==> config.mk <==
export PLATFORM = sky130hd
export DESIGN_NAME = logic_unit_pipe
export DESIGN_NICKNAME = d
export VERILOG_FILES = /design/src/rtl/alu_pkg.sv /design/src/rtl/logic_core.sv /design/src/rtl/logic_unit_pipe.sv
export SDC_FILE = /design/constraint.sdc
export NUM_CORES = 1
export LEC_CHECK = 0
export CORE_MARGIN = 2
export CORE_UTILIZATION = 25
export DETAILED_ROUTE_END_ITERATION = 7
export PLACE_DENSITY_LB_ADDON = 0.2
export SLEW_MARGIN = 25
export SYNTH_ARGS = -nofsm -noshare
export SYNTH_HDL_FRONTEND = slang
export SYNTH_SLANG_ARGS = --single-unit
==> constraint.sdc <==
create_clock -name clk -period 2.69 [get_ports clk]
set_input_delay 0.4035 -clock clk [delete_from_list [all_inputs] [get_ports clk]]
set_output_delay 0.4035 -clock clk [all_outputs]
set_load 0.005 [all_outputs]
==> src/rtl/alu_pkg.sv <==
// Shared ALU definitions: opcode encodings for the bitwise logic unit.
package alu_pkg;

  localparam int OP_W = 3;

  localparam logic [OP_W-1:0] OP_AND   = 3'b000;
  localparam logic [OP_W-1:0] OP_OR    = 3'b001;
  localparam logic [OP_W-1:0] OP_XOR   = 3'b010;
  localparam logic [OP_W-1:0] OP_NOR   = 3'b011;
  localparam logic [OP_W-1:0] OP_NAND  = 3'b100;
  localparam logic [OP_W-1:0] OP_XNOR  = 3'b101;
  localparam logic [OP_W-1:0] OP_NOTA  = 3'b110;
  localparam logic [OP_W-1:0] OP_PASSA = 3'b111;

endpackage

==> src/rtl/logic_core.sv <==
// Combinational bitwise function selected by opcode, with zero and parity flags.
module logic_core
  import alu_pkg::*;
#(
  parameter int WIDTH = 64
) (
  input  logic [WIDTH-1:0] a,
  input  logic [WIDTH-1:0] b,
  input  logic [OP_W-1:0]  op,
  output logic [WIDTH-1:0] res,
  output logic             zero,
  output logic             parity
);

  always_comb begin
    res = a;
    unique case (op)
      OP_AND:   res = a & b;
      OP_OR:    res = a | b;
      OP_XOR:   res = a ^ b;
      OP_NOR:   res = ~(a | b);
      OP_NAND:  res = ~(a & b);
      OP_XNOR:  res = ~(a ^ b);
      OP_NOTA:  res = ~a;
      OP_PASSA: res = a;
      default:  res = a;
    endcase
    zero   = (res == '0);
    parity = ^res;
  end

endmodule

==> src/rtl/logic_unit_pipe.sv <==
// Two-stage elastic bitwise logic unit: S1 captures operands, S2 holds the result.
module logic_unit_pipe
  import alu_pkg::*;
#(
  parameter int WIDTH = 64,
  parameter int OP_W  = alu_pkg::OP_W
) (
  input  logic             clk,
  input  logic             rst,
  input  logic             in_valid,
  output logic             in_ready,
  input  logic [WIDTH-1:0] a,
  input  logic [WIDTH-1:0] b,
  input  logic [OP_W-1:0]  op,
  output logic             out_valid,
  input  logic             out_ready,
  output logic [WIDTH-1:0] c,
  output logic             zero,
  output logic             parity
);

  logic             s1_v_q, s1_v_d;
  logic [WIDTH-1:0] s1_a_q, s1_a_d;
  logic [WIDTH-1:0] s1_b_q, s1_b_d;
  logic [OP_W-1:0]  s1_op_q, s1_op_d;
  logic             s2_v_q, s2_v_d;
  logic [WIDTH-1:0] c_q, c_d;
  logic             zero_q, zero_d;
  logic             parity_q, parity_d;

  logic             s1_adv, s2_adv;
  logic [WIDTH-1:0] core_res;
  logic             core_zero, core_parity;

  logic_core #(.WIDTH(WIDTH)) u_core (
    .a      (s1_a_q),
    .b      (s1_b_q),
    .op     (s1_op_q),
    .res    (core_res),
    .zero   (core_zero),
    .parity (core_parity)
  );

  // in_ready depends only on the valid bits and out_ready, never on in_valid.
  always_comb begin
    s2_adv   = !s2_v_q || out_ready;
    s1_adv   = !s1_v_q || s2_adv;
    in_ready = s1_adv;
  end

  always_comb begin
    s1_v_d  = s1_v_q;
    s1_a_d  = s1_a_q;
    s1_b_d  = s1_b_q;
    s1_op_d = s1_op_q;
    if (s1_adv) begin
      s1_v_d = in_valid;
      if (in_valid) begin
        s1_a_d  = a;
        s1_b_d  = b;
        s1_op_d = op;
      end
    end
  end

  // Result registers keep their last value across bubbles; only s2_v clears.
  always_comb begin
    s2_v_d   = s2_v_q;
    c_d      = c_q;
    zero_d   = zero_q;
    parity_d = parity_q;
    if (s2_adv) begin
      s2_v_d = s1_v_q;
      if (s1_v_q) begin
        c_d      = core_res;
        zero_d   = core_zero;
        parity_d = core_parity;
      end
    end
  end

  always_ff @(posedge clk) begin
    if (rst) begin
      s1_v_q   <= 1'b0;
      s1_a_q   <= '0;
      s1_b_q   <= '0;
      s1_op_q  <= '0;
      s2_v_q   <= 1'b0;
      c_q      <= '0;
      zero_q   <= 1'b0;
      parity_q <= 1'b0;
    end else begin
      s1_v_q   <= s1_v_d;
      s1_a_q   <= s1_a_d;
      s1_b_q   <= s1_b_d;
      s1_op_q  <= s1_op_d;
      s2_v_q   <= s2_v_d;
      c_q      <= c_d;
      zero_q   <= zero_d;
      parity_q <= parity_d;
    end
  end

  assign out_valid = s2_v_q;
  assign c         = c_q;
  assign zero      = zero_q;
  assign parity    = parity_q;

endmodule

==> GITHUB_STEP_SUMMARY <==
### Yosys + OpenROAD results

| Metric | Value |
|---|---|
| Status | finished with violations |
| Failing checks | setup timing |
| Setup CP Type | flop to flop |
| Synthesized area | between 10000 and 15000 um^2 |
| Max Fclk | roughly 0.33 GHz |
| Clock share of power | about a quarter |
| FP Core Util | about a quarter |
| Asr flop ratio synth | 0% |
| Simple share | between 10% and 20% |
| Combinational gate area | ~9600 um^2 |
| Hold Path Depth | 2 |
| Sequential share of power | around 32% |
| Resize count post-CTS | 28 |
| R2r startpoint | s1_op_q[0] |
| GPL Wtd Cong | roughly 0.85 |
| Largest net degree at the start of global routing | between 70 and 80 |
| Die ar. | roughly 58000 um^2 |
| Global-route wire length before repair | approximately 74000 um |
| Final setup vio count | 1 |
| WL final | 48900 um |
| Post-CTS Setup Inserts | 5 |
| Post-synthesis cell count | 1731 |
| Synth-to-layout area growth | 46.4% |
| Hpwl dp | about 37000 um |
| Drt via density | about 4.6 |
| Clock Latency Late Sink | between 0.5 and 0.6 ns |
| Layout cell share with drive strength beyond 1 | roughly a quarter |
| Internal | 6.75 mW |
| First-pass iteration count of the detailed router | 5 |
| AO/OA Area Share | around a fifth |
| WHS | roughly 0.4 ns |
| Leakage | 8.29 nW |
| CTS H-tree lvls | 4 |
| Worst VDD drop | 0.563 mV |
| DR iter-0 viols | 529 |
| Post-route setup slack | -0.306 ns |
| Die H | approximately 240 um |
| PortBufs | around 200 |
| Crit Path Max Fanout | 8 |
| Critical Path Source Type | flop |
| Worst-path clk slew | 0.08 ns |
| Number of global-route vias before repair | around 13000 |
| Cell Type Count | around 45 |
| Psw | between 3 and 4 mW |
| Min cycle time layout | 3.00 ns |
| Routed len/inst | between 15 and 20 um |
| Tot GR Track Use | between 10% and 20% |
| FF-to-FF End | parity |
[sequential cells by signal, summed over array words and instances, names as in the netlist]
register	flops
c	64
s1_v_q	1
parity	1
s1_op_q	3
out_valid	1
s1_b_q	64
s1_a_q	64
zero	1
[Yosys cell counts, drive strengths merged (12+ instances only)]
cell type	instances	area share, %
a211oi	31	2.0
a21boi	13	0.70
a21oi	207	7.4
a221o	12	0.86
a22o	12	0.75
buf	82	3.3
clkbuf	53	1.4
dfxtp	199	29
ha	160	14
inv	135	3.6
mux2	35	3.1
mux2i	23	1.6
mux4	35	5.6
nand2	325	8.7
nand2b	23	1.0
nor2	122	3.3
o21a	29	1.6
o21ai	60	2.3
o22ai	22	0.99
o2bb2ai	12	0.75
xnor2	44	2.8
xor2	34	2.1
[power groups by stage]
stage | logic, mW | clock network [mW] | registers (mW)
after floorplan | 1.96 | 0 | 3.29
after global placement | 3.38 | 0 | 3.30
after detailed placement | 3.39 | 0 | 3.30
after CTS | 3.55 | 2.72 | 3.23
after global routing | 4.55 | 2.81 | 3.25
final | 4.18 | 2.61 | 3.23
[how the worst max path moves through the flow]
stage	endpoint	depth (start not counted)	from
detailed placement	parity	15	s1_op_q[1]
CTS	parity	11	s1_op_q[0]
floorplan	parity	12	s1_op_q[0]
global route	parity	14	s1_op_q[0]
global placement	parity	15	s1_op_q[1]
finish	parity	12	s1_op_q[0]
[layer usage]
| layer | track usage, % | vias up | routed length, um |
|---|---|---|---|
| li1 | - | 6673 | - |
| met1 | 20.9 | 6324 | 22100 |
| met2 | 29.3 | 192 | 24100 |
| met3 | 3.04 | 41 | 1650 |
| met4 | 5.59 | 0 | 958 |
| met5 | 0 | - | 0 |
[metrics by stage]
stage	cells	area (um^2)	TNS (ns)	setup slack [ns]	power (mW)
2_1_floorplan	1731	14000	-0.00427	-0.00427	5.25
3_3_place_gp	2840	18800	-0.609	-0.537	6.68
3_5_place_dp	2840	18800	-0.674	-0.553	6.69
4_1_cts	2877	19600	-0.419	-0.325	9.50
5_1_grt	2893	20400	-0.511	-0.437	10.6
6_report	2893	20400	-0.306	-0.306	10.0
[cell type report]
class | instances | area share, %
Timing Repair Buffer | 519 | 23.6
Multi-Input combinational cell | 1262 | 47.0
Sequential cell | 199 | 19.6
Clock buffer | 20 | 2.24
Inverter | 135 | 2.50
Tap cell | 748 | 4.58
Clock inverter | 10 | 0.471
[cell families (layout without fill, tap and decap cells)]
| kind of cell | Yosys count | after routing |
|---|---|---|
| XOR/XNOR | 78 | 78 |
| buffers and inverters | 270 | 684 |
| multiplexers | 93 | 93 |
| AND-OR/OR-AND | 434 | 434 |
| flip-flops | 199 | 199 |
| AND/OR/NAND/NOR | 497 | 497 |
| adder cells (fa/ha/maj) | 160 | 160 |
[worst max-delay path, cell delays in order, from the launching register on]
cell,delay (ns)
dfxtp_4,0.37
buf_12,0.14
buf_12,0.16
buf_12,0.14
mux2_4,0.30
mux4_2,0.47
ha_1,0.32
xor2_2,0.17
xnor2_2,0.24
xnor2_2,0.16
xnor2_2,0.13
xnor2_1,0.08
a211oi_1,0.21
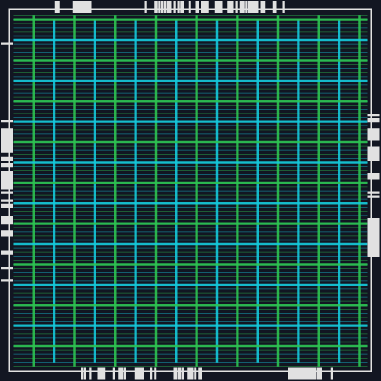
pdn.png
Scale: 1.5 px per um. Pins as bars on the die edge.
- VSS: green
- VDD: cyan
- signal pins: 203
- met5 straps: 17
- met4 straps: 17

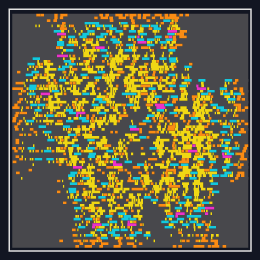
cell_classes.png
Scale: 1 px per um. Fill, decap, tap and diode cells in gray.
- flip-flops: cyan (cells 199; share of their area 21%)
- clock drivers and dummy loads: magenta (cells 30; share of their area 2.8%)
- other buffers and delay cells: orange (cells 519; share of their area 25%)
- all other logic: yellow (cells 1397; share of their area 52%)
core footprint: 55200 um^2
fin area: 20400 um^2
row cnt: 86

Power figures rest on the tool's default switching activity, not on a simulated workload.
